**src/rtl/seq_frame_tx.sv**
```systemverilog
// Serial frame transmitter: sync pattern then payload, MSB first, one bit per clock,
// followed by a fixed idle gap so a downstream "1011" detector can lock on each header.
module seq_frame_tx #(
  parameter int                DATA_W = 8,
  parameter int                SYNC_W = 4,
  parameter logic [SYNC_W-1:0] SYNC   = 4'b1011,
  parameter int                GAP    = 1
) (
  input  logic              clk,
  input  logic              rst,
  input  logic              din_valid,
  input  logic [DATA_W-1:0] din_data,
  output logic              din_ready,
  output logic              dout,
  output logic              dout_en,
  output logic              busy,
  output logic              frame_done
);

  localparam int TW      = SYNC_W + DATA_W;
  localparam int MAX_SD  = (SYNC_W > DATA_W) ? SYNC_W : DATA_W;
  localparam int MAX_ALL = (MAX_SD > GAP) ? MAX_SD : GAP;
  localparam int CW      = $clog2(MAX_ALL + 1);

  localparam logic [CW-1:0] SYNC_LOAD = CW'(SYNC_W - 1);
  localparam logic [CW-1:0] DATA_LOAD = CW'(DATA_W - 1);
  localparam logic [CW-1:0] GAP_LOAD  = CW'((GAP > 0) ? GAP - 1 : 0);

  typedef enum logic [1:0] {ST_IDLE, ST_SYNC, ST_DATA, ST_GAP} state_t;

  state_t          state;
  logic [CW-1:0]   cnt;
  logic [TW-1:0]   sh;
  logic [TW-1:0]   load_word;

  // Sync and payload share one shift register so every frame bit leaves from the same MSB.
  assign load_word = {SYNC, din_data};
  assign din_ready = (state == ST_IDLE) && !rst;

  always_ff @(posedge clk or posedge rst) begin
    if (rst) begin
      state      <= ST_IDLE;
      cnt        <= '0;
      sh         <= '0;
      dout       <= 1'b0;
      dout_en    <= 1'b0;
      busy       <= 1'b0;
      frame_done <= 1'b0;
    end else begin
      case (state)
        ST_IDLE: begin
          frame_done <= 1'b0;
          if (din_valid) begin
            state   <= ST_SYNC;
            cnt     <= SYNC_LOAD;
            sh      <= load_word << 1;
            dout    <= load_word[TW-1];
            dout_en <= 1'b1;
            busy    <= 1'b1;
          end else begin
            dout    <= 1'b0;
            dout_en <= 1'b0;
            busy    <= 1'b0;
          end
        end

        ST_SYNC: begin
          dout <= sh[TW-1];
          sh   <= sh << 1;
          if (cnt == '0) begin
            state      <= ST_DATA;
            cnt        <= DATA_LOAD;
            frame_done <= 1'(DATA_W == 1);
          end else begin
            cnt <= cnt - CW'(1);
          end
        end

        ST_DATA: begin
          if (cnt == '0) begin
            dout       <= 1'b0;
            dout_en    <= 1'b0;
            frame_done <= 1'b0;
            sh         <= '0;
            if (GAP == 0) begin
              state <= ST_IDLE;
              busy  <= 1'b0;
            end else begin
              state <= ST_GAP;
              cnt   <= GAP_LOAD;
            end
          end else begin
            dout       <= sh[TW-1];
            sh         <= sh << 1;
            cnt        <= cnt - CW'(1);
            frame_done <= (cnt == CW'(1));
          end
        end

        ST_GAP: begin
          if (cnt == '0) begin
            state <= ST_IDLE;
            busy  <= 1'b0;
          end else begin
            cnt <= cnt - CW'(1);
          end
        end

        default: begin
          state <= ST_IDLE;
        end
      endcase
    end
  end

endmodule

```
**config.mk**
```make
export PLATFORM = sky130hd
export DESIGN_NAME = seq_frame_tx
export DESIGN_NICKNAME = d
export VERILOG_FILES = /design/src/rtl/seq_frame_tx.sv
export SDC_FILE = /design/constraint.sdc
export NUM_CORES = 1
export LEC_CHECK = 0
export CAP_MARGIN = 30
export CORE_MARGIN = 2
export CORE_UTILIZATION = 56
export CTS_BUF_LIST = sky130_fd_sc_hd__clkbuf_8
export CTS_CLUSTER_SIZE = 25
export DETAILED_ROUTE_END_ITERATION = 7
export HOLD_SLACK_MARGIN = 0.03
export PLACE_DENSITY = 0.92
export SYNTH_ARGS = -nofsm -noshare
export SYNTH_HDL_FRONTEND = slang
export SYNTH_SLANG_ARGS = --single-unit
```
**constraint.sdc**
```tcl
create_clock -name clk -period 2.43 [get_ports clk]
set_input_delay 0.486 -clock clk [delete_from_list [all_inputs] [get_ports clk]]
set_output_delay 0.486 -clock clk [all_outputs]
set_load 0.005 [all_outputs]
```
run_1/ff_map.png
Scale: 12 px per µm. Other sequential cells in the stronger grey, the rest of the logic in the fainter grey.
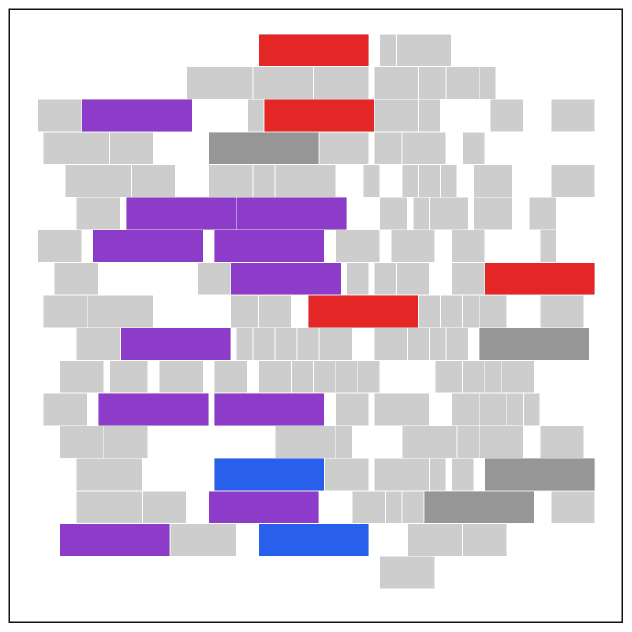
| signal | colour | sequential cells |
|---|---|---|
| sh | purple | 11 |
| state | blue | 2 |
| cnt | red | 4 |
sequential power: 0.625 mW
total area of sequential cells: 525.5 µm²

run_1/layers.png
Scale: 8 px per µm. Two of the layers only.
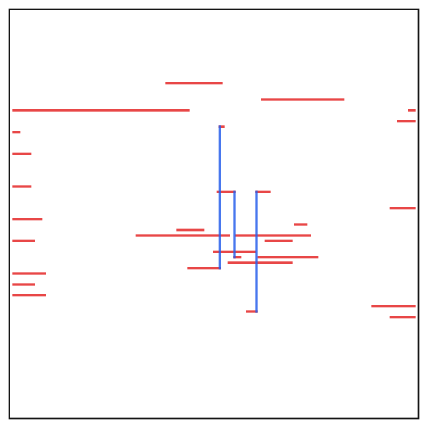
| layer | colour | wire length |
|---|---|---|
| M4 | blue | 40.8 µm |
| M3 | red | 132 µm |
Post-Route WL: 2.550 mm
total global-route track usage: 0.2261
via count: 994

run_1/route_heat.png
Scale: 8 px per µm. The die is cut into 10 by 10 equal tiles; dark blue is low, red is high, scaled to the fullest tile. Values are wire area over tile area, all layers added.
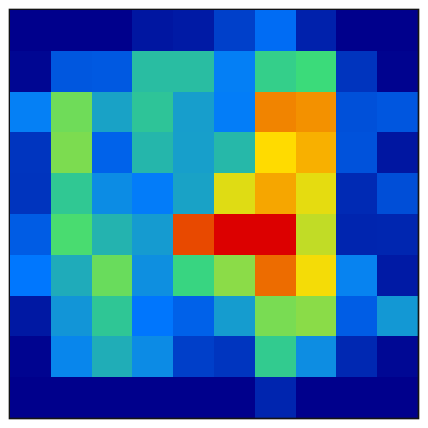
mean over tiles: 0.16
densest ninth of the die: centre
nearly empty tiles: 18%
fullest tile: 0.52
tiles over half the peak: 20%
wire per inst: 15.94 µm

==> impl_metrics.ini, run 1 <==
; implementation run metrics
[status]
outcome = finished, final reports clean

[placement]
place.gp.congestion = 0.7931
dp_cells = 156
pre_cts_slack_ps = 341.4
hpwlAfterDp_mm = 1.935
placed_area_um2 = 1406
port_buffers = 15

[power]
comb_power_share = 0.610
p_sw_frac = 0.4177
p_int_mw = 1.273
p_per_area_nw_per_um2 = 1506
total_power_mw = 2.186
p_clk_frac = 0.104
ir_drop_v = 0.0007606
leakage_nw = 0.6507
power_frac_seq = 0.286
switchingPower_mw = 0.9130

[detailed_routing]
wl_met3_um = 132
drt.antenna.violating_nets = 0
drt_iter0_drc = 48
top_layer = met4
met1_length_mm = 1.135
drc = 0
dr.pass1.iters = 4
wl_met2_mm = 1.242
vias_per_cell = 6.213

[synthesis]
ys_sh_adder = 0.07092
yosys.area_share.aoi = 0.2158
ys_sh_xor = 0
synthCells = 118
ys_top_logic_family = AND-OR/OR-AND gates
synth.avg_cell_area_um2 = 10.47
ys_ff = 21
synth-simple-area-share = 0.1236
top_cells_by_area = dfrtp_1, mux2_4, ha_1
ys_sh_mux = 0.1104
yosys_warnings = 0
syn-cell-area_um2 = 1235
ys_seq_frac = 0.4255
synth_cell_type_count = 35
ys.flop_type = dfrtp_1
yosysMostFrequentCell = dfrtp_1
top_area_cell = dfrtp_1
fp_nets = 136
top_cells_by_count = dfrtp_1, inv_1, a32o_1
asyncSetResetFlopFracSynth = 1.000
yosysChipArea_um2 = 1235
synth_top_area_share = 0.4255
ys_cells = 118

[clocking]
cts_tree = yes
postCtsSetupRepairBufs = 0
postCtsResizedCells = 0
cts_sinks = 21
clk_pin_slew_ps = 80
root_buffer = clkbuf_8
holdBufCountCts = 0
clk_path_buf_depth = 2
h-tree-depth = 1
cts_buffers = 3
worstSkewPairLatency_ps = 260

[timing]
max_slew_margin = 0.5454
drv_slew = 0
max_freq_ghz = 0.4432
setup-violations-final = 0
holdWs_ps = 500.2
period_minus_slack_ps = 2256
finalHoldViolations = 0
timing.setup.tns_ps = 0
finalClockSkew_ps = 2.989
fin_ws_ps = 173.9
rsz0062_at_grt = false
fin_crit_sh = 0.9284
worst_pin_slew_ps = 680.4

[critical_path]
cp_max_fo = 7
arrival_ps = 1770
cp-end-kind = output pin
cp.required_ps = 1940
crit_type = register to output pin
cp-start-kind = register

[worst_hold_path]
hp-class = register to register

[die]
die_h_um = 50.96
fp.coreArea_um2 = 2148
core.rowCount = 17
chipArea_um2 = 2597
die_x_um = 50.96
fp-utilization = 0.5748

[global_route]
grt-ovfl-total = 0
grt_pass1_wl_mm = 4.388
met3_usage = 0.03801
antenna_found_initial = 0
grt.met1_usage = 0.3015
grt_max_degree = 13
first_global_vias = 993
gr-usage-met2 = 0.3723
grt.busiest_layer = met2

[final_layout]
fin_util = 0.6756
diodes = 0
fin_cells = 160
drive_above_1_share = 0.1061
fillers = 160
comb_area_um2 = 643.1
finalInstanceArea_um2 = 1451
final_net_count = 151
syn2layout_area_growth_pct = 17.53

[run]
warnings = 31
max_cap_violations = 0
## run 1: power by group through the flow
stage               sequential (mW)  clock [mW]  combinational [mW]
floorplan                     0.601           0                1.04
global placement              0.619           0                1.26
detailed placement            0.626           0                1.33
CTS                           0.622       0.228                1.33
global route                  0.643       0.242                1.47
finish                        0.625       0.227                1.33
## run 1: cells in the final DEF, fill, tap and decap left out, types with 2 or more instances in the layout
cell type,synthesis,layout
ha_1,7,7
clkdlybuf4s50_1,0,15
o21a_1,3,3
buf_4,0,2
inv_1,10,11
clkbuf_8,0,3
mux2_4,7,7
nor2_1,4,4
nand3_1,6,6
nand2_1,2,2
o211ai_1,3,3
nor2b_1,3,3
mux2i_1,2,2
dfrtp_1,21,21
nor4_1,2,2
a21oi_1,5,5
nor3_1,3,3
a32o_1,8,8
o21ai_0,6,6
o31ai_1,3,3
## run 1: layout make-up
type                    instances  area share
flip-flops and latches         21      0.3621
repair buffers                 17      0.1138
clock inverters                 1    0.002586
clock buffers                   3     0.02845
inverters                      10     0.02586
multi-input cells              80      0.4431
well taps                      28     0.02414
## run 1: critical path, stage by stage (launching register included)
cell             delay (ps)
dfrtp_1                 420
inv_1                   120
ha_1                    300
nor2b_1                 170
clkdlybuf4s50_1         500
## run 1: worst paths after layout
| kind | startpoint | endpoint | slack (ps) | cells after the start |
|---|---|---|---|---|
| max | state[1] | din_ready | 170 | 4 |
| min in group asynchronous | rst | dout | 520 | 2 |
| min reg2reg | frame_done | frame_done | 500 | 1 |
| max in group asynchronous | rst | cnt[1] | 1410 | 3 |
| max reg2reg | state[1] | sh[7] | 340 | 5 |
| min | frame_done | frame_done | 500 | 1 |
## run 1: state kept, by name, indices dropped and copies added (netlist names)
name / count
state: 2
dout: 1
frame_done: 1
sh: 11
cnt: 4
busy: 1
dout_en: 1
==> run 1 -> run 2 <==
CORE_UTILIZATION = 54   (was 56)
CTS_BUF_LIST = not set   (was sky130_fd_sc_hd__clkbuf_8)
PLACE_DENSITY = 0.75   (was 0.92)
run_2/route_heat.png
Scale: 8 px per µm. The die is cut into 10 by 10 equal tiles; dark blue is low, red is high, scaled to the fullest tile. Values are wire area over tile area, all layers added.
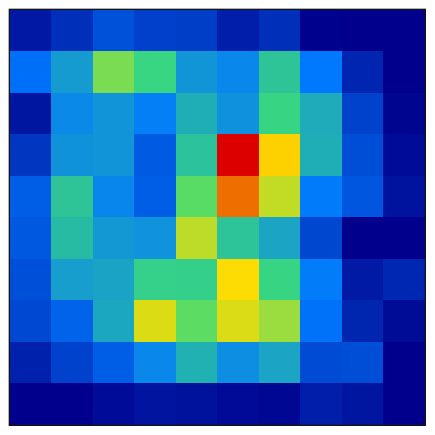
tiles over half the peak: 12%
nearly empty tiles: 12%
emptiest ninth of the die: south-east
fullest tile: 0.58

run_2/port_trees.png
Scale: 10 px per µm.
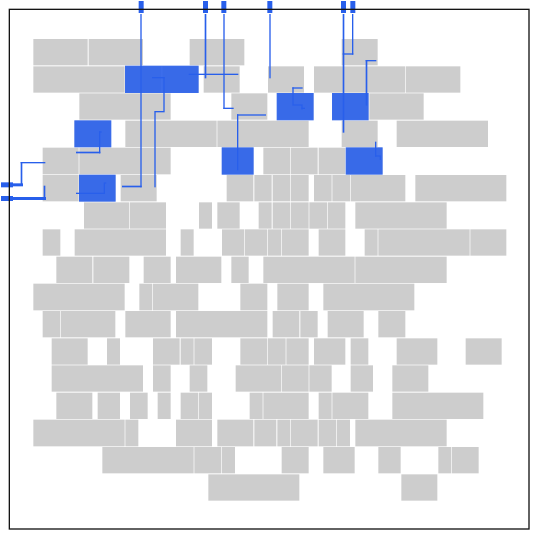
| port | colour | bits | direction | edge | end cells | buffers | wire |
|---|---|---|---|---|---|---|---|
| din_data | blue | 8 | input | 6 north, 2 west | 8 | 8 | 114 µm |

==> run 2 against run 1 <==
Critical path depth unchanged; total power decreased by 1.0%; via count decreased by 1.0%; sequential power increased by 1%; wire length about the same; hold slack improved by 0.72 ps; clock skew increased by 1.6 ps; die area increased by 3.4%; critical path type unchanged.
==> impl_metrics.ini, run 2 <==
; implementation run metrics
[status]
outcome = finished, final reports clean

[placement]
port_buffers = 15
place.gp.congestion = 0.9266
hpwlAfterDp_mm = 1.886
dp_cells = 156

[timing]
fin_crit_sh = 0.9361
period_minus_slack_ps = 2275
worst_pin_slew_ps = 599.1
finalHoldViolations = 0
finalClockSkew_ps = 4.589
drv_slew = 0
timing.setup.tns_ps = 0
setup-violations-final = 0
max_slew_margin = 0.6001
holdWs_ps = 500.9
max_freq_ghz = 0.4396
rsz0062_at_grt = false

[detailed_routing]
num_vias = 984
drc = 0
wire_per_inst_um = 15.93
vias_per_cell = 6.150
drt.antenna.violating_nets = 0
dr.pass1.iters = 4
wirelength_mm = 2.549
drt_iter0_drc = 32

[run]
warnings = 31
max_cap_violations = 0

[global_route]
grt_usage = 0.2284
grt_max_degree = 22
antenna_found_initial = 0
grt-ovfl-total = 0
first_global_vias = 928
grt_pass1_wl_mm = 4.443

[clocking]
clk_path_buf_depth = 2
clk_pin_slew_ps = 110
worstSkewPairLatency_ps = 310
h-tree-depth = 1
postCtsSetupRepairBufs = 0
cts_sinks = 21
root_buffer = clkbuf_4
holdBufCountCts = 0
cts_tree = yes
cts_buffers = 3

[power]
p_per_area_nw_per_um2 = 1497
leakage_nw = 0.6380
ir_drop_v = 0.0009778

[critical_path]
cp-end-kind = output pin
worst_r2r_path_depth = 5
r2r-start = state[1]
slowest_delay_ps = 510
cp-start-kind = register
cp.required_ps = 1940
crit_type = register to output pin
crit_slowest_cell = clkdlybuf4s50_1
rr_endpoint = sh[6]
crit_start = state[0]
crit_chain = inv_1, ha_4, nor2b_1, clkdlybuf4s50_1
arrival_ps = 1790
reg2reg_slack_ps = 340
endpoint = din_ready
cp_max_fo = 13

[synthesis]
ys_cells = 118
ys.flop_type = dfrtp_1
yosys_warnings = 0
asyncSetResetFlopFracSynth = 1.000
fp_nets = 136
edf_count = 0
synthCells = 118
syn-cell-area_um2 = 1235
top_area_cell = dfrtp_1
yosysMostFrequentCell = dfrtp_1
yosysChipArea_um2 = 1235
ys_seq_frac = 0.4255
synth_cell_type_count = 35
synth_top_area_share = 0.4255
top_cells_by_area = dfrtp_1, mux2_4, ha_1
ys_ff = 21
synth.avg_cell_area_um2 = 10.47
top_cells_by_count = dfrtp_1, inv_1, a32o_1

[die]
fp.coreArea_um2 = 2191
io_pins = 16
die_x_um = 51.82
die_h_um = 51.82
chipArea_um2 = 2685
fp-utilization = 0.5637
core.rowCount = 17

[worst_hold_path]
holdPathStages = 1
hp-class = register to register

[final_layout]
most-common-layout-cells = dfrtp_1, clkdlybuf4s50_1, inv_1, a32o_1, mux2_4
drive_above_1_share = 0.1212
regArea_um2 = 525.5
largest_reg_flops = 11
comb_area_um2 = 655.6
syn2layout_area_growth_pct = 17.02
final_net_count = 151
fin_cells = 160
regMostFlops = sh
diodes = 0
fillers = 174
layout.cells.most_common = dfrtp_1
reg.largest.list = sh x11, cnt x4, state x2
fin_util = 0.6596
[run 2: how the worst min path moves through the flow]
stage,startpoint,end,slack [ps]
after floorplan,rst,busy,460
after global placement,frame_done,frame_done,470
after detailed placement,frame_done,frame_done,490
after CTS,frame_done,frame_done,510
after global routing,frame_done,frame_done,530
final,frame_done,frame_done,500
[run 2: area by class of cell]
class / instances / share of cell area
well taps: 28 / 0.02424
flip-flops and latches: 21 / 0.3636
multi-input cells: 80 / 0.4537
repair buffers: 17 / 0.1143
clock buffers: 4 / 0.01818
inverters: 10 / 0.02597
[run 2: power breakdown]
part,switching [mW],internal [mW]
Combinational,0.682,0.681
Clock,0.104,0.0641
Sequential,0.122,0.509
[run 2: stage by stage]
step                      power, mW  area (µm²)  setup WS [ps]
final                         2.163        1445          155.4
after global routing          2.355        1445          7.408
after detailed placement      1.946        1406          256.2
after floorplan               1.638        1235          557.4
after CTS                     2.132        1435          24.51
after global placement        1.884        1406          332.9
[run 2: cell families (layout without fill, tap and decap cells)]
logic type	after synthesis	in the layout	synth area share
fa+ha+maj	7	7	0.07092
buf+inv	17	31	0.05370
flops	21	21	0.4255
compound gates	36	36	0.2158
simple gates	27	27	0.1236
mux	10	10	0.1104
[run 2: timing repair]
action / in CTS / in global routing
setup endpoints to repair: 1 / 1
gates cloned: 0 / 0
pin swaps: 0 / 1
resized: 1 / 2
[run 2: metal layers]
layer / vias up / track usage / routed length, µm
met4: 0 / 0.05263 / 17
li1: 467 / - / -
met1: 477 / 0.3110 / 1185
met3: 3 / 0.05172 / 135
met5: - / 0 / 0
met2: 37 / 0.3692 / 1211
[run 2: critical path, delay by kind of cell, from the launching register on]
family / cells / cell delay (ps)
adders and majority gates: 1 / 230
buffers and inverters: 2 / 650
DFF: 1 / 450
and+or+nand+nor: 1 / 150
No activity file was given, so power comes from the tool's default toggle rates.
